[config.mk]
export PLATFORM = sky130hd
export DESIGN_NAME = dmem_lsu
export DESIGN_NICKNAME = d
export VERILOG_FILES = /design/src/rtl/dmem_lsu.sv
export SDC_FILE = /design/constraint.sdc
export NUM_CORES = 1
export LEC_CHECK = 0
export CORE_UTILIZATION = 46
export CTS_CLUSTER_DIAMETER = 50
export CTS_CLUSTER_SIZE = 24
export DETAILED_ROUTE_END_ITERATION = 6
export GPL_ROUTABILITY_DRIVEN = 0
export MAX_ROUTING_LAYER = met4
export PLACE_DENSITY = 0.86
export SYNTH_ARGS = -nofsm -noshare
export SYNTH_HDL_FRONTEND = slang
export SYNTH_SLANG_ARGS = --single-unit
[constraint.sdc]
create_clock -name clkin -period 2.6 [get_ports clkin]
set_input_delay 0.26 -clock clkin [delete_from_list [all_inputs] [get_ports clkin]]
set_output_delay 0.26 -clock clkin [all_outputs]
set_load 0.01 [all_outputs]
[src/rtl/dmem_lsu.sv]
// Load/store unit for a word-addressed data memory: RV32I lane extraction on loads
// and read-modify-write for sub-word stores. `define LSU_MISALIGN_TRAP_EN to trap misaligned accesses.
module dmem_lsu (
  input  logic        clkin,
  input  logic        nrst_in,
  input  logic        req_valid_in,
  output logic        req_ready_out,
  input  logic        req_we_in,
  input  logic [2:0]  req_funct3_in,
  input  logic [31:0] req_addr_in,
  input  logic [31:0] req_wdata_in,
  output logic        resp_valid_out,
  output logic [31:0] resp_rdata_out,
  output logic        resp_err_out,
  output logic        wr_en_out,
  output logic [31:0] wr_addr_out,
  output logic [31:0] wr_data_out,
  output logic [31:0] rd_addr_out,
  input  logic [31:0] rd_data_in
);

  localparam logic [2:0] S_IDLE     = 3'd0;
  localparam logic [2:0] S_LOAD     = 3'd1;
  localparam logic [2:0] S_RMW_READ = 3'd2;
  localparam logic [2:0] S_WRITE    = 3'd3;
  localparam logic [2:0] S_RESP     = 3'd4;

  logic [2:0]  r_state;
  logic        r_we;
  logic [2:0]  r_funct3;
  logic [31:0] r_addr;
  logic [31:0] r_wdata;
  logic [31:0] r_rdata;
  logic        r_err;

  logic        w_f3_bad;
  logic        w_misalign;
  logic [7:0]  w_byte;
  logic [15:0] w_half;
  logic [31:0] w_load_data;
  logic [31:0] w_merge_data;

  // Decode on the live request so the error path can go straight to RESP.
  always_comb begin
    w_f3_bad = (req_funct3_in == 3'b011) || (req_funct3_in == 3'b110) ||
               (req_funct3_in == 3'b111) || (req_we_in && req_funct3_in[2]);
`ifdef LSU_MISALIGN_TRAP_EN
    w_misalign = ((req_funct3_in[1:0] == 2'b01) && req_addr_in[0]) ||
                 ((req_funct3_in[1:0] == 2'b10) && (req_addr_in[1:0] != 2'b00));
`else
    w_misalign = 1'b0;
`endif
  end

  // Halfword lanes select on addr[1] only and words ignore addr[1:0], which gives
  // natural alignment for free when misaligned accesses are not trapped.
  always_comb begin
    case (r_addr[1:0])
      2'd0:    w_byte = rd_data_in[7:0];
      2'd1:    w_byte = rd_data_in[15:8];
      2'd2:    w_byte = rd_data_in[23:16];
      default: w_byte = rd_data_in[31:24];
    endcase
    w_half = r_addr[1] ? rd_data_in[31:16] : rd_data_in[15:0];
    case (r_funct3)
      3'b000:  w_load_data = {{24{w_byte[7]}}, w_byte};
      3'b001:  w_load_data = {{16{w_half[15]}}, w_half};
      3'b100:  w_load_data = {24'd0, w_byte};
      3'b101:  w_load_data = {16'd0, w_half};
      default: w_load_data = rd_data_in;
    endcase
  end

  always_comb begin
    w_merge_data = rd_data_in;
    if (r_funct3[1:0] == 2'b00) begin
      case (r_addr[1:0])
        2'd0:    w_merge_data[7:0]   = r_wdata[7:0];
        2'd1:    w_merge_data[15:8]  = r_wdata[7:0];
        2'd2:    w_merge_data[23:16] = r_wdata[7:0];
        default: w_merge_data[31:24] = r_wdata[7:0];
      endcase
    end else if (r_addr[1]) begin
      w_merge_data[31:16] = r_wdata[15:0];
    end else begin
      w_merge_data[15:0] = r_wdata[15:0];
    end
  end

  // NOTE: all state uses non-blocking assignments so every register samples the
  // pre-edge values; blocking here would let later statements see updated state.
  always_ff @(posedge clkin) begin
    if (!nrst_in) begin
      r_state  <= S_IDLE;
      r_we     <= 1'b0;
      r_funct3 <= 3'd0;
      r_addr   <= 32'd0;
      r_wdata  <= 32'd0;
      r_rdata  <= 32'd0;
      r_err    <= 1'b0;
    end else begin
      case (r_state)
        S_IDLE: begin
          if (req_valid_in) begin
            r_we     <= req_we_in;
            r_funct3 <= req_funct3_in;
            r_addr   <= req_addr_in;
            r_wdata  <= req_wdata_in;
            r_rdata  <= 32'd0;
            r_err    <= 1'b0;
            if (w_f3_bad || w_misalign) begin
              r_err   <= 1'b1;
              r_state <= S_RESP;
            end else if (!req_we_in) begin
              r_state <= S_LOAD;
            end else if (req_funct3_in[1:0] == 2'b10) begin
              r_state <= S_WRITE;
            end else begin
              r_state <= S_RMW_READ;
            end
          end
        end
        S_LOAD: begin
          r_rdata <= w_load_data;
          r_state <= S_RESP;
        end
        S_RMW_READ: begin
          r_wdata <= w_merge_data;
          r_state <= S_WRITE;
        end
        S_WRITE: r_state <= S_RESP;
        S_RESP:  r_state <= S_IDLE;
        default: r_state <= S_IDLE;
      endcase
    end
  end

  // Gating with nrst_in keeps a reset asserted mid-access from leaking a write or response.
  assign req_ready_out  = (r_state == S_IDLE);
  assign resp_valid_out = (r_state == S_RESP) && nrst_in;
  assign resp_rdata_out = r_rdata;
  assign resp_err_out   = r_err;
  assign wr_en_out      = (r_state == S_WRITE) && nrst_in;
  assign wr_data_out    = r_wdata;
  assign wr_addr_out    = {2'b00, r_addr[31:2]};
  assign rd_addr_out    = {2'b00, r_addr[31:2]};

  logic w_unused;
  assign w_unused = r_we;

endmodule

Figure 1. Floorplan with the power grid.
Scale: 3 px per µm. Pins as bars on the die edge.
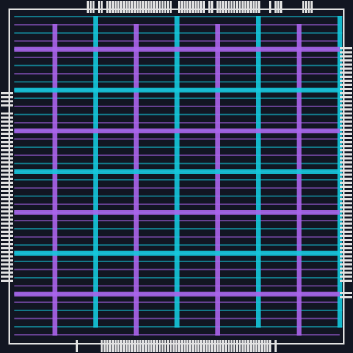
| net | colour |
|---|---|
| VDD | cyan |
| VSS | purple |
rows: 39
met4 straps: 8

Figure 2. The clock network.
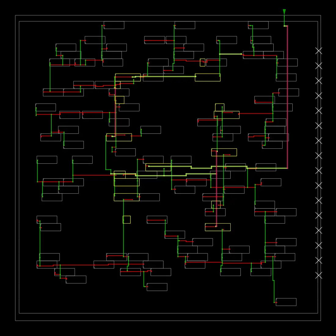
Late-Pin Clk Latency: 0.34 ns
CTS buffer count: 9
clock sinks: 103

==> results.py <==
# Metrics from the implementation run
metrics = {
    "sta": {
        "timing.final.ws_setup_ns": 0.539,
        "setup_violations": 0,
        "drv_slew": 0,
        "whs_ns": 0.458,
        "rsz0062_at_grt": "false",
        "skew_ns": 0.00925,
        "worst_pin_slew_ns": 0.664,
    },
    "synthesis": {
        "area_leaders": "dfxtp_1 (38%), buf_4 (9.3%), nand2_1 (9.0%)",
        "enable_flop_cells": 0,
        "syn-cell-area_um2": 5470,
        "ys_types": 53,
        "ys_sh_simple": 0.194,
        "ys_sh_mux": 0.0469,
        "synthArstFlopShare": 0,
        "ys.flops": 103,
        "synth.logic.top_family": "AND-OR/OR-AND gates",
    },
    "setup_path": {
        "cp.arrival_ns": 2.29,
        "r2r_slack_ns": 0.54,
        "worstPathRequired_ns": 2.83,
        "critPathKind": "register to register",
        "reg2reg_depth": 5,
        "crit_end": "wr_data_out[31]$_SDFFE_PN0P_",
        "crit_chain": "buf_4 > inv_2 > o21ai_1 > nor2_1 > a2111oi_2",
        "r2r_start": "r_addr[1]$_SDFFE_PN0P_",
        "crit_slowest_cell": "o21ai_1",
    },
    "status": {
        "violations": "design-rule violations",
        "status": "finished, violations left",
    },
    "placement": {
        "dp_cells": 910,
        "placed_area_um2": 7300,
    },
    "layout": {
        "combGateArea_um2": 2630,
        "stdcell_area_um2": 7580,
        "buf_share": 0.320,
        "num-clock-buffers": 9,
        "seq_share": 0.272,
        "clkCellAreaFrac": 0.0370,
        "flops": 103,
        "num_antenna_cells": 0,
        "area_delta_synth_final_pct": 38.7,
        "mostFrequentLayoutCell": "clkdlybuf4s50_1",
    },
    "floorplan": {
        "die_width_um": 111,
        "coreArea_um2": 11500,
        "ioPinCount": 235,
    },
    "clocking": {
        "root_buffer": "clkbuf_16",
        "htreeDepth": 3,
    },
    "route": {
        "routed_wl_mm": 16.8,
        "antenna_left": 0,
        "wire_per_inst_um": 18.2,
        "dr.pass1.iters": 7,
        "wl_met2_mm": 8.18,
        "drc": 32,
    },
    "hold_path": {
        "worstHoldPathType": "input pin to register",
    },
    "pwr": {
        "seqPwrFrac": 0.430,
        "power_mw": 4.23,
        "p_comb_frac": 0.267,
        "internal_power_mw": 2.96,
    },
    "global_routing": {
        "grt_usage": 0.273,
        "grt_pass1_vias": 4949,
        "grt.busiest_layer": "met2",
        "gr-usage-met1": 0.329,
    },
    "flow_run": {
        "warnings": 26,
    },
}
Figure 3. Gate families picked out.
Scale: 2 px per µm.
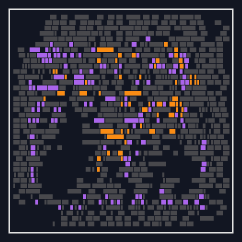
| family | colour | cells | most used |
|---|---|---|---|
| NOR gates | orange | 56 | nor2_1 |
| inverting AOI/OAI gates | purple | 123 | o21ai_0 |

Power is estimated from default activity; no workload was simulated.
